===== src/rtl/uart_tx_fifo.sv =====
`default_nettype none
// ============================================================================
// Module   : uart_tx_fifo
// Brief    : UART transmitter fed by a small word FIFO (valid/ready input).
// Revision : 1.0 - initial release
// ============================================================================
module uart_tx_fifo #(
  parameter int CLK_PER_BIT = 4,
  parameter int DATA_BITS   = 8,
  parameter int PARITY_EN   = 0,
  parameter int PARITY_ODD  = 0,
  parameter int STOP_BITS   = 1,
  parameter int FIFO_DEPTH  = 4
) (
  input  logic                          clk,
  input  logic                          rst_n,
  input  logic                          Tx_dv,
  input  logic [DATA_BITS-1:0]          Tx_Byte,
  output logic                          Tx_ready,
  output logic                          Tx_overflow,
  output logic                          Tx_serial,
  output logic                          Tx_active,
  output logic                          Tx_done,
  output logic [$clog2(FIFO_DEPTH):0]   fifo_count
);

  localparam int AW = $clog2(FIFO_DEPTH);
  localparam int CW = AW + 1;
  localparam int BW = $clog2(CLK_PER_BIT);
  localparam int IW = $clog2(DATA_BITS);
  localparam logic [CW-1:0] FULL      = CW'(FIFO_DEPTH);
  localparam logic [BW-1:0] BIT_LAST  = BW'(CLK_PER_BIT - 1);
  localparam logic [IW-1:0] IDX_LAST  = IW'(DATA_BITS - 1);
  localparam logic          STOP_LAST = 1'(STOP_BITS - 1);

  typedef enum logic [2:0] {IDLE, START, DATA, PARITY, STOP} state_t;

  logic [DATA_BITS-1:0] mem [FIFO_DEPTH];
  logic [AW-1:0]        wr_ptr, rd_ptr;
  logic [CW-1:0]        count;
  logic                 wr_en, pop, overflow;

  state_t               state, state_n;
  logic [BW-1:0]        bit_cnt, bit_cnt_n;
  logic [IW-1:0]        bit_idx, bit_idx_n;
  logic                 stop_cnt, stop_cnt_n;
  logic [DATA_BITS-1:0] shift, shift_n;
  logic                 par_bit, par_bit_n;
  logic                 serial, serial_n;
  logic                 done, done_n;
  logic [DATA_BITS-1:0] head;
  logic                 bit_end;

  // Ready comes from the registered count, so a same-cycle pop never frees a slot early.
  assign Tx_ready    = (count != FULL);
  assign wr_en       = Tx_dv & Tx_ready;
  assign head        = mem[rd_ptr];
  assign bit_end     = (bit_cnt == BIT_LAST);
  assign Tx_overflow = overflow;
  assign Tx_serial   = serial;
  assign Tx_active   = (state != IDLE);
  assign Tx_done     = done;
  assign fifo_count  = count;

  always_ff @(posedge clk) begin
    if (wr_en) mem[wr_ptr] <= Tx_Byte;
  end

  always_ff @(posedge clk or negedge rst_n) begin
    if (!rst_n) begin
      wr_ptr   <= '0;
      rd_ptr   <= '0;
      count    <= '0;
      overflow <= 1'b0;
    end else begin
      overflow <= Tx_dv & ~Tx_ready;
      if (wr_en) wr_ptr <= wr_ptr + AW'(1);
      if (pop)   rd_ptr <= rd_ptr + AW'(1);
      case ({wr_en, pop})
        2'b10:   count <= count + CW'(1);
        2'b01:   count <= count - CW'(1);
        default: count <= count;
      endcase
    end
  end

  always_ff @(posedge clk or negedge rst_n) begin
    if (!rst_n) begin
      state    <= IDLE;
      bit_cnt  <= '0;
      bit_idx  <= '0;
      stop_cnt <= 1'b0;
      shift    <= '0;
      par_bit  <= 1'b0;
      serial   <= 1'b1;
      done     <= 1'b0;
    end else begin
      state    <= state_n;
      bit_cnt  <= bit_cnt_n;
      bit_idx  <= bit_idx_n;
      stop_cnt <= stop_cnt_n;
      shift    <= shift_n;
      par_bit  <= par_bit_n;
      serial   <= serial_n;
      done     <= done_n;
    end
  end

  // serial_n is the level for the next cycle, so the line itself stays registered.
  always_comb begin
    state_n    = state;
    bit_cnt_n  = bit_cnt;
    bit_idx_n  = bit_idx;
    stop_cnt_n = stop_cnt;
    shift_n    = shift;
    par_bit_n  = par_bit;
    serial_n   = serial;
    done_n     = 1'b0;
    pop        = 1'b0;
    case (state)
      IDLE: begin
        serial_n = 1'b1;
        if (count != '0) pop = 1'b1;
      end
      START: begin
        if (bit_end) begin
          bit_cnt_n = '0;
          bit_idx_n = '0;
          state_n   = DATA;
          serial_n  = shift[0];
        end else begin
          bit_cnt_n = bit_cnt + BW'(1);
        end
      end
      DATA: begin
        if (bit_end) begin
          bit_cnt_n = '0;
          if (bit_idx == IDX_LAST) begin
            if (PARITY_EN != 0) begin
              state_n  = PARITY;
              serial_n = par_bit;
            end else begin
              state_n    = STOP;
              stop_cnt_n = 1'b0;
              serial_n   = 1'b1;
            end
          end else begin
            bit_idx_n = bit_idx + IW'(1);
            shift_n   = shift >> 1;
            serial_n  = shift[1];
          end
        end else begin
          bit_cnt_n = bit_cnt + BW'(1);
        end
      end
      PARITY: begin
        if (bit_end) begin
          bit_cnt_n  = '0;
          state_n    = STOP;
          stop_cnt_n = 1'b0;
          serial_n   = 1'b1;
        end else begin
          bit_cnt_n = bit_cnt + BW'(1);
        end
      end
      STOP: begin
        if (bit_end) begin
          bit_cnt_n = '0;
          if (stop_cnt == STOP_LAST) begin
            done_n = 1'b1;
            if (count != '0) begin
              pop = 1'b1;
            end else begin
              state_n  = IDLE;
              serial_n = 1'b1;
            end
          end else begin
            stop_cnt_n = 1'b1;
          end
        end else begin
          bit_cnt_n = bit_cnt + BW'(1);
        end
      end
      default: begin
        state_n  = IDLE;
        serial_n = 1'b1;
      end
    endcase
    // A pop from IDLE or from the last stop bit always launches a new start bit.
    if (pop) begin
      shift_n   = head;
      par_bit_n = (^head) ^ (PARITY_ODD != 0);
      bit_cnt_n = '0;
      state_n   = START;
      serial_n  = 1'b0;
    end
  end

endmodule
`default_nettype wire


===== config.mk =====
export PLATFORM = sky130hd
export DESIGN_NAME = uart_tx_fifo
export DESIGN_NICKNAME = d
export VERILOG_FILES = /design/src/rtl/uart_tx_fifo.sv
export SDC_FILE = /design/constraint.sdc
export NUM_CORES = 1
export LEC_CHECK = 0
export CORE_ASPECT_RATIO = 1.4
export CORE_MARGIN = 1.5
export CORE_UTILIZATION = 55
export DETAILED_ROUTE_END_ITERATION = 10
export GPL_TIMING_DRIVEN = 0
export PLACE_DENSITY_LB_ADDON = 0.3
export SLEW_MARGIN = 20
export SYNTH_ARGS = -nofsm -noshare
export SYNTH_HDL_FRONTEND = slang
export SYNTH_SLANG_ARGS = --single-unit
export TNS_END_PERCENT = 30

===== constraint.sdc =====
create_clock -name clk -period 2.6 [get_ports clk]
set_clock_uncertainty 0.05 [all_clocks]
set_input_delay 0.39 -clock clk [delete_from_list [all_inputs] [get_ports clk]]
set_output_delay 0.39 -clock clk [all_outputs]
set_load 0.1 [all_outputs]

**Run 1: cell placement**

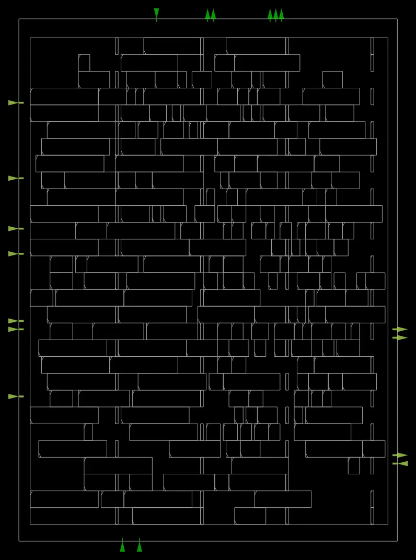
row count: 29
placeable core region: 4572 um^2
Layout Utilization: 0.6672
fill cell count: 366

**Run 1: routed metal, one colour a layer**

The bar under the picture is 20 um long.
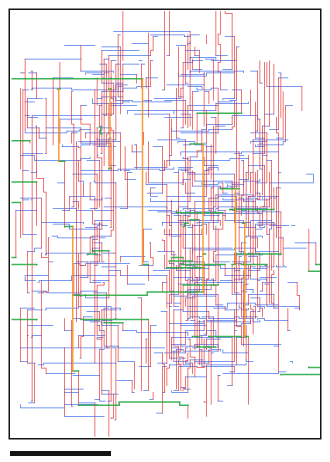
| layer | colour | wire length |
|---|---|---|
| met4 | orange | 162 um |
| met2 | red | 2,670 um |
| met3 | green | 230 um |
| met1 | blue | 1,850 um |

==> impl_metrics.toml, run 1 <==
# implementation run metrics
[outcome]
status = "finished, violations left"
failing_checks = "hold timing"

[sta]
final_hold_viol_count = 10
worst_hold_slack_ns = -0.001775
timing.final.setup_violations = 0
final_period_minus_worst_setup_slack_ns = 2.455

[synthesis]
aoi_share = 0.07354
ys_sh_simple = 0.1122

[cells_and_area]
drive_above_1_share = 0.2091
commonest_cells_after_routing_fill_and_taps_aside = "32 x sky130_fd_sc_hd__edfxtp_1, 22 x sky130_fd_sc_hd__dfrtp_1, 15 x sky130_fd_sc_hd__clkdlybuf4s50_1"

[route]
wirelength_um = 4910
post_drt_wl_per_cell_um = 17.41
dr_wl_met3_um = 229

[clock_network]
cts_clk_pin_slew_worst_paths_ns = 0.07
cts_tree = "built"
clkLatencyLatePin_ns = 0.34

[floorplanning]
floorplan.io_pins = 19
floorplan.die.width_um = 61.33

[global_route]
grt_most_used_layer = "met2"
global_route_wire_length_before_repair_um = 7941
grt_max_degree = 27
**Run 1: placement by cell class**

The bar under the picture is 20 um long. Fill, decap, tap and diode cells in grey.
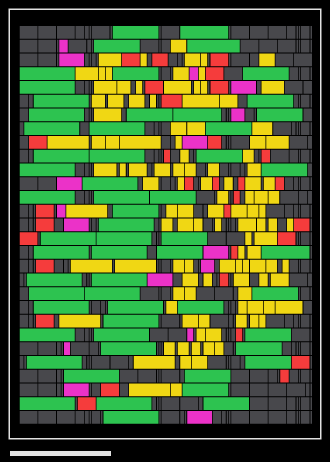
| class | colour | cells | share of their area |
|---|---|---|---|
| all other logic | yellow | 115 | 32% |
| flops | green | 58 | 54% |
| clock drivers and dummy loads | magenta | 16 | 5.4% |
| other buffers and delay cells | red | 31 | 8.0% |

==> run 1: cells in the mapped netlist, types with 3 or more instances <==
cell / n
sky130_fd_sc_hd__o21ai_0: 9
sky130_fd_sc_hd__nand4b_1: 7
sky130_fd_sc_hd__xnor2_1: 3
sky130_fd_sc_hd__a21oi_1: 3
sky130_fd_sc_hd__nor4_1: 8
sky130_fd_sc_hd__edfxtp_1: 32
sky130_fd_sc_hd__ha_1: 8
sky130_fd_sc_hd__inv_1: 13
sky130_fd_sc_hd__xor2_1: 3
sky130_fd_sc_hd__a22o_1: 3
sky130_fd_sc_hd__and3_2: 4
sky130_fd_sc_hd__mux4_2: 8
sky130_fd_sc_hd__clkbuf_1: 7
sky130_fd_sc_hd__mux2i_1: 3
sky130_fd_sc_hd__nor2_1: 7
sky130_fd_sc_hd__buf_2: 5
sky130_fd_sc_hd__a31oi_1: 7
sky130_fd_sc_hd__dfrtp_1: 25
==> run 1: where the power goes <==
group	switching [mW]	internal, mW	leakage [nW]
sequential	0.158	1.30	0.596
clock	0.354	0.336	0.0795
combinational	1.12	0.687	0.483
==> run 1: metrics by stage <==
step | hold slack [ns] | cells | total power, mW | setup slack, ns
2_1_floorplan | 0.04441 | 186 | 2.842 | 0.01541
3_3_place_gp | 0.4216 | 266 | 3.171 | 0.2025
3_5_place_dp | 0.4265 | 266 | 3.275 | 0.09729
4_1_cts | 0.4349 | 282 | 3.963 | 0.08236
5_1_grt | 0.03496 | 282 | 4.192 | 0.004589
6_report | -0.001775 | 282 | 3.955 | 0.1449
==> run 1: area by class of cell <==
cell class                 count  area [um^2]  share of cell area
timing repair buffer          18        172.7             0.05660
sequential                    58         1619              0.5308
multi-input combinational    102        905.9              0.2970
inverter                      13        48.80             0.01600
buffer                        13        65.06             0.02133
clock buffer                  10        127.6             0.04184
clock inverter                 6        33.78             0.01107
tap                           62        77.57             0.02543
==> run 1: worst max-delay path, stage by stage, from the launching register on <==
cell and delay, ns:
sky130_fd_sc_hd__dfrtp_1 0.38, sky130_fd_sc_hd__or2_1 0.26, sky130_fd_sc_hd__or3_1 0.38, sky130_fd_sc_hd__clkbuf_4 0.21, sky130_fd_sc_hd__inv_1 0.08, sky130_fd_sc_hd__ha_2 0.18, sky130_fd_sc_hd__inv_1 0.05, sky130_fd_sc_hd__fa_1 0.37
sky130_fd_sc_hd__xor2_1 0.15, sky130_fd_sc_hd__nor2_1 0.11, sky130_fd_sc_hd__xor2_1 0.15
==> run 1: path summary, 6_finish.rpt <==
| path | start | endpoint | slack [ns] | cells after the start |
|---|---|---|---|---|
| worst max-delay path | state[0] | fifo_count[2] | 0.14 | 10 |
| worst min-delay path | rst_n | shift[3] | -0.002 | 1 |
| worst max register to register | state[0] | fifo_count[2] | 0.14 | 10 |
| worst min register to register | Tx_serial | Tx_serial | 0.44 | 2 |
| max in group asynchronous | rst_n | fifo_count[2] | 2.07 | 1 |
| min in group clk | Tx_serial | Tx_serial | 0.44 | 2 |
==> run 1: registers in the layout (all words and copies together), names as in the netlist, 2 cells and up <==
signal / cells
bit_idx: 3
rd_ptr: 2
wr_ptr: 2
bit_cnt: 2
shift: 8
mem: 32
state: 3
fifo_count: 3
==> run 2, diff against run 1 <==
CORE_UTILIZATION = 52   (was 55)
GPL_ROUTABILITY_DRIVEN = 0   (was unset)
clock period = 2 ns   (was 2.6 ns; I/O delays follow)
**Run 2: routed metal, one colour a layer**

The bar under the picture is 20 um long.
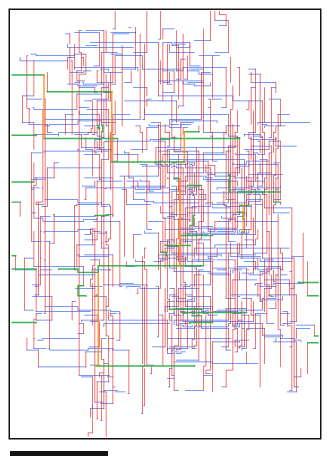
| layer | colour | wire length |
|---|---|---|
| met1 | blue | 1,960 um |
| met3 | green | 225 um |
| met4 | orange | 75.5 um |
| met2 | red | 2,860 um |

**Run 2: placement by cell class**

The bar under the picture is 20 um long. Fill, decap, tap and diode cells in grey.
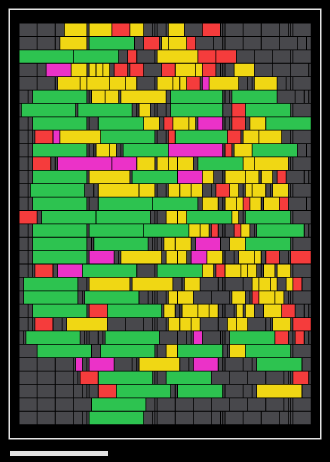
| class | colour | cells | share of their area |
|---|---|---|---|
| clock drivers and dummy loads | magenta | 16 | 6.6% |
| all other logic | yellow | 115 | 32% |
| other buffers and delay cells | red | 42 | 9.9% |
| flops | green | 58 | 51% |

==> run 2 against run 1 <==
The flow finishes with violations (setup timing); sequential share of layout area decreased by 2.9 points; largest power group unchanged; non-clock buffer count grew 11; critical endpoint unchanged; setup slack worse by 0.33 ns; area after synthesis unchanged; critical path type unchanged.
==> impl_metrics.toml, run 2 <==
# implementation run metrics
[sta]
final_hold_viol_count = 0
worst_hold_slack_ns = 0.4460
timing.final.setup_violations = 2
final_period_minus_worst_setup_slack_ns = 2.182
timing.final.ws_setup_ns = -0.1824

[outcome]
failing_checks = "setup timing"
status = "finished, violations left"

[cells_and_area]
drive_above_1_share = 0.2944
layout_top_registers = "mem x32, shift x8"
layout.cells.non_filler = 295
registers.top_by_ff_count = "mem"
commonest_cells_after_routing_fill_and_taps_aside = "32 x sky130_fd_sc_hd__edfxtp_1, 22 x sky130_fd_sc_hd__dfrtp_1, 12 x sky130_fd_sc_hd__buf_4"

[place]
placed_cells_incl_taps = 268
dp_worst_setup_slack_ns = -0.5147

[floorplanning]
floorplan.die.width_um = 62.99
core-area_um2 = 4842

[synthesis]
post-synth-top-count-cell = "sky130_fd_sc_hd__edfxtp_1"

[route]
wirelength_um = 5128
post_drt_wl_per_cell_um = 17.38

[setup_path]
rr_endpoint = "fifo_count[2]"

[global_route]
global_route_wire_length_before_repair_um = 8397
grt_max_degree = 27

[clock_network]
clkLatencyLatePin_ns = 0.34
**Run 2: sequential cells coloured by netlist name**

The bar under the picture is 20 um long. Other sequential cells in the stronger grey, the rest of the logic in the fainter grey.
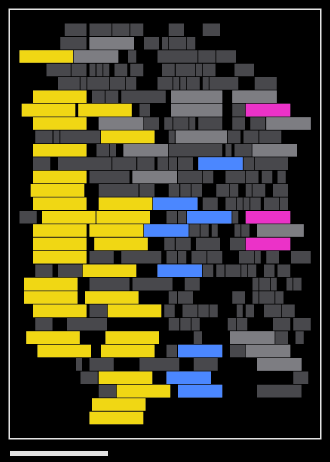
| signal | colour | sequential cells |
|---|---|---|
| mem | yellow | 32 |
| shift | blue | 8 |
| state | magenta | 3 |

[run 2: cell counts after synthesis]
No cell type changed its count.
[run 2: worst max-delay path, stage by stage (launching register included)]
cell	delay [ns]
sky130_fd_sc_hd__dfrtp_1	0.39
sky130_fd_sc_hd__or2_4	0.27
sky130_fd_sc_hd__or3_4	0.42
sky130_fd_sc_hd__inv_4	0.07
sky130_fd_sc_hd__ha_4	0.12
sky130_fd_sc_hd__inv_2	0.03
sky130_fd_sc_hd__fa_2	0.32
sky130_fd_sc_hd__xor2_1	0.15
sky130_fd_sc_hd__nor2_1	0.13
sky130_fd_sc_hd__xor2_1	0.16
[run 2: cell families (layout without fill, tap and decap cells)]
kind of cell             after synthesis  in the layout  synth area share
AND-OR/OR-AND                         30             30           0.07355
buffers and inverters                 26             71           0.04250
flip-flops                            58             58            0.6156
AND/OR/NAND/NOR                       44             44            0.1122
XOR/XNOR                               6              6           0.02006
adder cells (fa/ha/maj)                9              9           0.04585
multiplexers                          13             13           0.09026
[run 2: how the worst max path moves through the flow]
| stage | cells after the start | to | slack (ns) | start |
|---|---|---|---|---|
| floorplan | 10 | fifo_count[2] | -0.47 | fifo_count[1] |
| global placement | 10 | fifo_count[2] | -0.45 | fifo_count[0] |
| detailed placement | 10 | fifo_count[2] | -0.51 | fifo_count[0] |
| CTS | 11 | fifo_count[2] | -0.24 | bit_cnt[1] |
| global route | 9 | fifo_count[2] | -0.28 | state[0] |
| finish | 9 | fifo_count[2] | -0.18 | state[0] |
[run 2: power breakdown]
part / internal [mW] / total [mW] / leakage (nW) / switching [mW]
Sequential: 1.70 / 1.92 / 0.596 / 0.215
Combinational: 1.06 / 2.61 / 0.559 / 1.55
Clock: 0.693 / 1.14 / 0.105 / 0.448
Total: 3.45 / 5.67 / 1.26 / 2.22
[run 2: repair_timing]
item                                    4_1_cts  5_1_grt
hold buffers                                  1        0
endpoints found under the setup margin       11       18
resized                                      27       10
hold endpoints to repair                     25        0
pin swaps                                     8        6
setup buffers                                 7        6
[run 2: routing by layer]
layer  wire length, um  global-route usage  vias up
li1                  -                   -      781
met1              1964              0.2424      861
met2              2863              0.3617       61
met3               224             0.04657       12
met4                75             0.09091        0
met5                 0                   0        -
[run 2: final cells by class]
class | count | area (um^2)
flip-flops and latches | 58 | 1624
fillers | 341 | 1607
multi-input cells | 102 | 955.9
repair buffers | 32 | 270.3
clock buffers | 10 | 127.6
clock inverters | 6 | 81.33
well taps | 64 | 80.08
inverters | 13 | 53.80
plain buffers | 10 | 42.54
Power figures rest on the tool's default switching activity, not on a simulated workload.
